### config.mk
export PLATFORM = sky130hd
export DESIGN_NAME = fp_resp_flat
export DESIGN_NICKNAME = d
export VERILOG_FILES = /design/src/rtl/fp_resp_pkg.sv /design/src/rtl/fp_resp_if.sv /design/src/rtl/fp_resp_tmo.sv /design/src/rtl/fp_resp.sv /design/src/flat_wrapper.sv
export SDC_FILE = /design/constraint.sdc
export NUM_CORES = 1
export LEC_CHECK = 0
export ABC_AREA = 1
export CAP_MARGIN = 40
export CORE_MARGIN = 5
export CORE_UTILIZATION = 35
export CTS_CLUSTER_DIAMETER = 50
export DETAILED_ROUTE_END_ITERATION = 16
export GPL_ROUTABILITY_DRIVEN = 0
export GPL_TIMING_DRIVEN = 1
export PLACE_DENSITY = 0.81
export SLEW_MARGIN = 5
export SYNTH_ARGS = -nofsm -noshare
export SYNTH_HDL_FRONTEND = slang
export SYNTH_SLANG_ARGS = --single-unit
### constraint.sdc
create_clock -name __clk -period 2.4 [get_ports __clk]
set_input_delay 0.48 -clock __clk [delete_from_list [all_inputs] [get_ports __clk]]
set_output_delay 0.48 -clock __clk [all_outputs]
set_load 0.005 [all_outputs]
### src/rtl/fp_resp_pkg.sv
// Shared types and constants for the AWP request responder (fp_resp).
package fp_resp_pkg;

  typedef enum logic [2:0] {
    ST_IDLE = 3'd0,
    ST_MEM  = 3'd1,
    ST_REG  = 3'd2,
    ST_DONE = 3'd3,
    ST_FAIL = 3'd4
  } state_e;

  // Register index carried on the LP counter bits {lpb,lpa}; index 0 selects nothing.
  localparam logic [1:0] LP_NONE = 2'd0;
  localparam logic [1:0] LP_R1   = 2'd1;
  localparam logic [1:0] LP_R2   = 2'd2;
  localparam logic [1:0] LP_R3   = 2'd3;

  // Number of MEM cycles with mem_rq high before a memory read is abandoned.
  localparam logic [7:0] TMO_CYCLES = 8'd255;

endpackage

### src/rtl/fp_resp_if.sv
// Bundle of the AWP request side, the memory port and the register file port of fp_resp.
// master = environment (AWP, memory, register file); slave = fp_resp.
interface fp_resp_if;
  // AWP request side
  logic        sr_fp;
  logic        read_fp;
  logic        rlp_fp;
  logic        s_fp;
  logic        lpa;
  logic        lpb;
  logic [15:0] ar;
  logic [15:0] w_in;
  logic [15:0] rd_out;
  logic        ok_fp;
  logic        alarm_fp;
  logic        busy;
  // Memory port
  logic        mem_rq;
  logic [15:0] mem_ad;
  logic        mem_ack;
  logic [15:0] mem_di;
  // Register file port
  logic [1:0]  rf_sel;
  logic        rf_we;
  logic [15:0] rf_wd;
  logic [15:0] rf_rd;

  modport master (
    output sr_fp, read_fp, rlp_fp, s_fp, lpa, lpb, ar, w_in,
    input  rd_out, ok_fp, alarm_fp, busy,
    input  mem_rq, mem_ad,
    output mem_ack, mem_di,
    input  rf_sel, rf_we, rf_wd,
    output rf_rd
  );

  modport slave (
    input  sr_fp, read_fp, rlp_fp, s_fp, lpa, lpb, ar, w_in,
    output rd_out, ok_fp, alarm_fp, busy,
    output mem_rq, mem_ad,
    input  mem_ack, mem_di,
    output rf_sel, rf_we, rf_wd,
    input  rf_rd
  );
endinterface

### src/rtl/fp_resp_tmo.sv
// Memory-read watchdog for fp_resp: counts MEM cycles and flags expiry at TMO_CYCLES.
// Only instantiated when FP_RESP_TIMEOUT_EN is defined.
module fp_resp_tmo
  import fp_resp_pkg::*;
(
  input  logic clk,
  input  logic rst_n,
  input  logic clr_i,      // entering MEM: restart the count
  input  logic run_i,      // currently in MEM
  output logic expired_o
);

  logic [7:0] cnt_q, cnt_d;

  assign expired_o = (cnt_q == TMO_CYCLES);

  // Next count: clear on MEM entry, otherwise count MEM cycles and saturate at expiry.
  always_comb begin
    cnt_d = cnt_q;
    if (clr_i) begin
      cnt_d = '0;
    end else if (run_i && !expired_o) begin
      cnt_d = cnt_q + 8'd1;
    end
  end

  // Count register.
  always_ff @(posedge clk or negedge rst_n) begin
    if (!rst_n) begin
      cnt_q <= '0;
    end else begin
      cnt_q <= cnt_d;
    end
  end

endmodule

### src/rtl/fp_resp.sv
// fp_resp: answers AWP interface requests with a memory read or an r1..r3 register access.
// Optional feature macro: FP_RESP_TIMEOUT_EN (memory-read watchdog; default build waits forever).
module fp_resp
  import fp_resp_pkg::*;
(
  input logic      __clk,
  input logic      rst_,
  fp_resp_if.slave bus
);

  state_e      state_q, state_d;
  logic        sr_q;
  logic [15:0] addr_q, addr_d;
  logic [1:0]  sel_q, sel_d;
  logic [15:0] wd_q, wd_d;
  logic        wr_q, wr_d;
  logic [15:0] rd_q, rd_d;
  logic [1:0]  lp_idx;
  logic        req_edge;
  logic        tmo_expired;

  assign lp_idx   = {bus.lpb, bus.lpa};
  // A new request is a rising edge of sr_fp against its registered copy; holding it high never re-fires.
  assign req_edge = bus.sr_fp & ~sr_q;

`ifdef FP_RESP_TIMEOUT_EN
  logic tmo_clr;
  assign tmo_clr = (state_q == ST_IDLE) && req_edge && bus.read_fp;

  fp_resp_tmo u_tmo (
    .clk       (__clk),
    .rst_n     (rst_),
    .clr_i     (tmo_clr),
    .run_i     (state_q == ST_MEM),
    .expired_o (tmo_expired)
  );
`else
  assign tmo_expired = 1'b0;
`endif

  // Next-state and request latching: decode only in IDLE, read > register > no-op.
  always_comb begin
    // NOTE: every variable gets a default before the case so no path leaves it unassigned (no latch).
    state_d = state_q;
    addr_d  = addr_q;
    sel_d   = sel_q;
    wd_d    = wd_q;
    wr_d    = wr_q;
    rd_d    = rd_q;
    unique case (state_q)
      ST_IDLE: begin
        if (req_edge) begin
          if (bus.read_fp) begin
            addr_d  = bus.ar;
            state_d = ST_MEM;
          end else if (bus.rlp_fp) begin
            sel_d   = lp_idx;
            wd_d    = bus.w_in;
            wr_d    = bus.s_fp;
            state_d = (lp_idx == LP_NONE) ? ST_FAIL : ST_REG;
          end else begin
            state_d = ST_DONE;
          end
        end
      end
      ST_MEM: begin
        if (tmo_expired) begin
          state_d = ST_FAIL;
        end else if (bus.mem_ack) begin
          rd_d    = bus.mem_di;
          state_d = ST_DONE;
        end
      end
      ST_REG: begin
        if (!wr_q) begin
          rd_d = bus.rf_rd;
        end
        state_d = ST_DONE;
      end
      ST_DONE, ST_FAIL: state_d = ST_IDLE;
      default:          state_d = ST_IDLE;
    endcase
  end

  // State and datapath registers; reset returns everything visible to zero.
  always_ff @(posedge __clk or negedge rst_) begin
    if (!rst_) begin
      state_q <= ST_IDLE;
      sr_q    <= 1'b0;
      addr_q  <= '0;
      sel_q   <= '0;
      wd_q    <= '0;
      wr_q    <= 1'b0;
      rd_q    <= '0;
    end else begin
      // NOTE: non-blocking assignments so every register samples pre-edge values.
      state_q <= state_d;
      sr_q    <= bus.sr_fp;
      addr_q  <= addr_d;
      sel_q   <= sel_d;
      wd_q    <= wd_d;
      wr_q    <= wr_d;
      rd_q    <= rd_d;
    end
  end

  // Outputs are decoded from registered state only; REG lasts one cycle so rf_we is a single pulse.
  assign bus.mem_rq   = (state_q == ST_MEM) && !tmo_expired;
  assign bus.mem_ad   = addr_q;
  assign bus.rf_sel   = sel_q;
  assign bus.rf_wd    = wd_q;
  assign bus.rf_we    = (state_q == ST_REG) && wr_q;
  assign bus.rd_out   = rd_q;
  assign bus.ok_fp    = (state_q == ST_DONE);
  assign bus.alarm_fp = (state_q == ST_FAIL);
  assign bus.busy     = (state_q != ST_IDLE);

endmodule

### src/flat_wrapper.sv
// flat-port wrapper written by rule: the top's interface ports become plain ports
module fp_resp_flat import fp_resp_pkg::*;
  (__clk, rst_, bus_sr_fp, bus_read_fp, bus_rlp_fp, bus_s_fp, bus_lpa, bus_lpb, bus_ar, bus_w_in, bus_rd_out, bus_ok_fp, bus_alarm_fp, bus_busy, bus_mem_rq, bus_mem_ad, bus_mem_ack, bus_mem_di, bus_rf_sel, bus_rf_we, bus_rf_wd, bus_rf_rd);
  fp_resp_if bus_i ();
  input logic __clk;
  input logic rst_;
  input wire logic [$bits(bus_i.sr_fp)-1:0] bus_sr_fp;
  input wire logic [$bits(bus_i.read_fp)-1:0] bus_read_fp;
  input wire logic [$bits(bus_i.rlp_fp)-1:0] bus_rlp_fp;
  input wire logic [$bits(bus_i.s_fp)-1:0] bus_s_fp;
  input wire logic [$bits(bus_i.lpa)-1:0] bus_lpa;
  input wire logic [$bits(bus_i.lpb)-1:0] bus_lpb;
  input wire logic [$bits(bus_i.ar)-1:0] bus_ar;
  input wire logic [$bits(bus_i.w_in)-1:0] bus_w_in;
  output wire logic [$bits(bus_i.rd_out)-1:0] bus_rd_out;
  output wire logic [$bits(bus_i.ok_fp)-1:0] bus_ok_fp;
  output wire logic [$bits(bus_i.alarm_fp)-1:0] bus_alarm_fp;
  output wire logic [$bits(bus_i.busy)-1:0] bus_busy;
  output wire logic [$bits(bus_i.mem_rq)-1:0] bus_mem_rq;
  output wire logic [$bits(bus_i.mem_ad)-1:0] bus_mem_ad;
  input wire logic [$bits(bus_i.mem_ack)-1:0] bus_mem_ack;
  input wire logic [$bits(bus_i.mem_di)-1:0] bus_mem_di;
  output wire logic [$bits(bus_i.rf_sel)-1:0] bus_rf_sel;
  output wire logic [$bits(bus_i.rf_we)-1:0] bus_rf_we;
  output wire logic [$bits(bus_i.rf_wd)-1:0] bus_rf_wd;
  input wire logic [$bits(bus_i.rf_rd)-1:0] bus_rf_rd;
  assign bus_i.sr_fp = bus_sr_fp;
  assign bus_i.read_fp = bus_read_fp;
  assign bus_i.rlp_fp = bus_rlp_fp;
  assign bus_i.s_fp = bus_s_fp;
  assign bus_i.lpa = bus_lpa;
  assign bus_i.lpb = bus_lpb;
  assign bus_i.ar = bus_ar;
  assign bus_i.w_in = bus_w_in;
  assign bus_rd_out = bus_i.rd_out;
  assign bus_ok_fp = bus_i.ok_fp;
  assign bus_alarm_fp = bus_i.alarm_fp;
  assign bus_busy = bus_i.busy;
  assign bus_mem_rq = bus_i.mem_rq;
  assign bus_mem_ad = bus_i.mem_ad;
  assign bus_i.mem_ack = bus_mem_ack;
  assign bus_i.mem_di = bus_mem_di;
  assign bus_rf_sel = bus_i.rf_sel;
  assign bus_rf_we = bus_i.rf_we;
  assign bus_rf_wd = bus_i.rf_wd;
  assign bus_i.rf_rd = bus_rf_rd;
  fp_resp u_core (.__clk(__clk), .rst_(rst_), .bus(bus_i));
endmodule
Figure 1. Placement view.
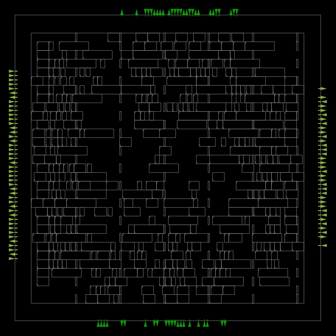
core area: 0.00718 mm^2
row count: 31

==> flow_metrics.py <==
# Generated from Yosys and OpenROAD reports
metrics = {
    "outcome": {
        "status": "finished, final reports clean",
    },
    "final_layout": {
        "seq_share": 0.348,
        "fin_util": 0.552,
        "fin_area_mm2": 0.00396,
        "stdcell_count": 531,
        "fillers": 674,
        "largestClassByArea": "sequential cells",
        "lay_top_count": "nand2_1",
        "n_antenna_cell": 0,
        "sh_comb_area": 0.242,
        "flop-count": 55,
        "lay_top_cells": "nand2_1 (136), clkdlybuf4s50_1 (126), dfrtp_1 (55)",
        "clkCellAreaFrac": 0.0237,
        "drive_gt1_frac": 0.0694,
        "logic_area_um2": 958,
    },
    "routing": {
        "dr.pass1.iters": 4,
        "ant_nets": 0,
        "met1_length_um": 2650,
        "drt-initial-drc-count": 66,
        "vias": 2399,
        "wl_per_cell_um": 13.0,
    },
    "critical_path": {
        "startpoint_type": "register",
        "crit_start": "u_core.state_q[2]",
        "path_class": "reg -> out",
        "worst_ep_required_time_ns": 1.92,
        "cp_num_buf_inv": 3,
        "max_stage_delay_ns": 0.50,
        "r2r_start": "u_core.state_q[2]",
        "crit_end": "bus_rf_we",
        "crit_family": "buffers and inverters",
        "ff2ff_setup_slack_ns": 0.76,
        "path_max_fanout": 6,
        "end_kind": "output port",
        "cp_slowest_cell": "clkdlybuf4s50_1",
    },
    "yosys": {
        "ys_cells": 308,
        "synthTopLogicFamily": "simple AND/OR/NAND/NOR gates",
        "synth_flops": 55,
        "netlist_instances": 308,
        "fa_ha_area_frac": 0,
        "ys_area_mm2": 0.00255,
        "yosysUniqueCellTypes": 23,
        "synth_async_sr_flop_share": 1.00,
        "top_cells_by_count": "nand2_1 (136), dfrtp_1 (55), nand3_1 (36)",
        "synthTopCellsByArea": "dfrtp_1 (54%), nand2_1 (20%), nand3_1 (7.1%), inv_1 (3.4%), o21ai_0 (3.3%)",
        "fp_nets": 381,
        "synthSimpleGateAreaFrac": 0.333,
        "top_area_cell": "dfrtp_1",
    },
    "grt": {
        "grt_max_degree": 40,
        "grt_use_met1": 0.168,
        "grt_pass1_vias": 2408,
        "grt.met2_usage": 0.280,
    },
    "final_timing": {
        "slew_viol_final": 0,
        "slew_headroom": 0.729,
        "rsz0062_at_grt": "false",
        "period_needed_ns": 2.12,
        "period_used_share": 0.884,
        "setup_slack_ns": 0.279,
        "fmax_ghz": 0.471,
        "worst_hold_slack_ns": 0.0901,
    },
    "pwr": {
        "p_per_area_mw_per_mm2": 1070,
        "comb-power_w": 0.00208,
        "combPwrFrac": 0.492,
        "power.group.top": "combinational logic",
        "seq_power_share": 0.386,
        "clk-power_w": 0.000516,
        "swShare": 0.358,
        "seq_power_w": 0.00163,
        "p_switching_w": 0.00151,
        "p_int_w": 0.00271,
    },
    "cts": {
        "h-tree-depth": 2,
        "holdBufCountCts": 0,
        "clk_path_buf_depth": 2,
        "worstSkewPairLatency_ns": 0.31,
        "ctsResizeCount": 0,
    },
    "worst_hold_path": {
        "min_path_type": "in -> async",
    },
    "floorplanning": {
        "taps": 99,
        "chip_area_mm2": 0.00910,
        "die_h_um": 95.4,
        "fp_util": 0.356,
        "num_io_pins": 128,
    },
    "placement": {
        "placed_cell_area_mm2": 0.00386,
    },
}
Figure 2. Zoomed window.
Window x 28 to 68, y 9 to 49 um. Cells in gray, sequential cells in the stronger gray; small squares are vias.
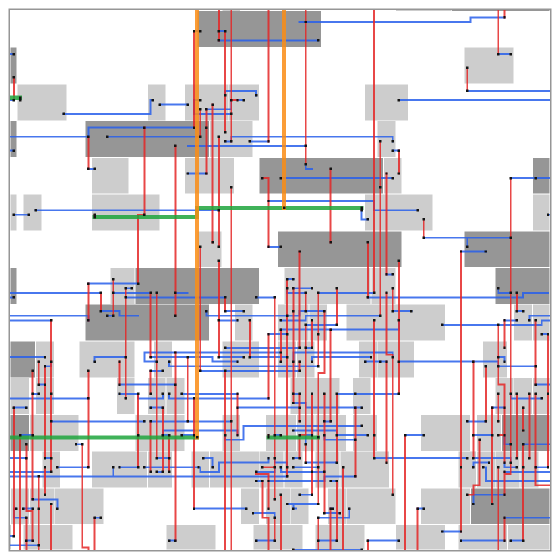
- green: met3
- blue: met1
- red: met2
- orange: met4
- netlist names of flops here include: u_core.state_q (3), u_core.bus.rf_sel (2)
- sequential cells in the window: 8
- cells with their middle in the window: 87
- most frequent: clkdlybuf4s50_1 (17), nand2_1 (15)

Power figures rest on the tool's default switching activity, not on a simulated workload.
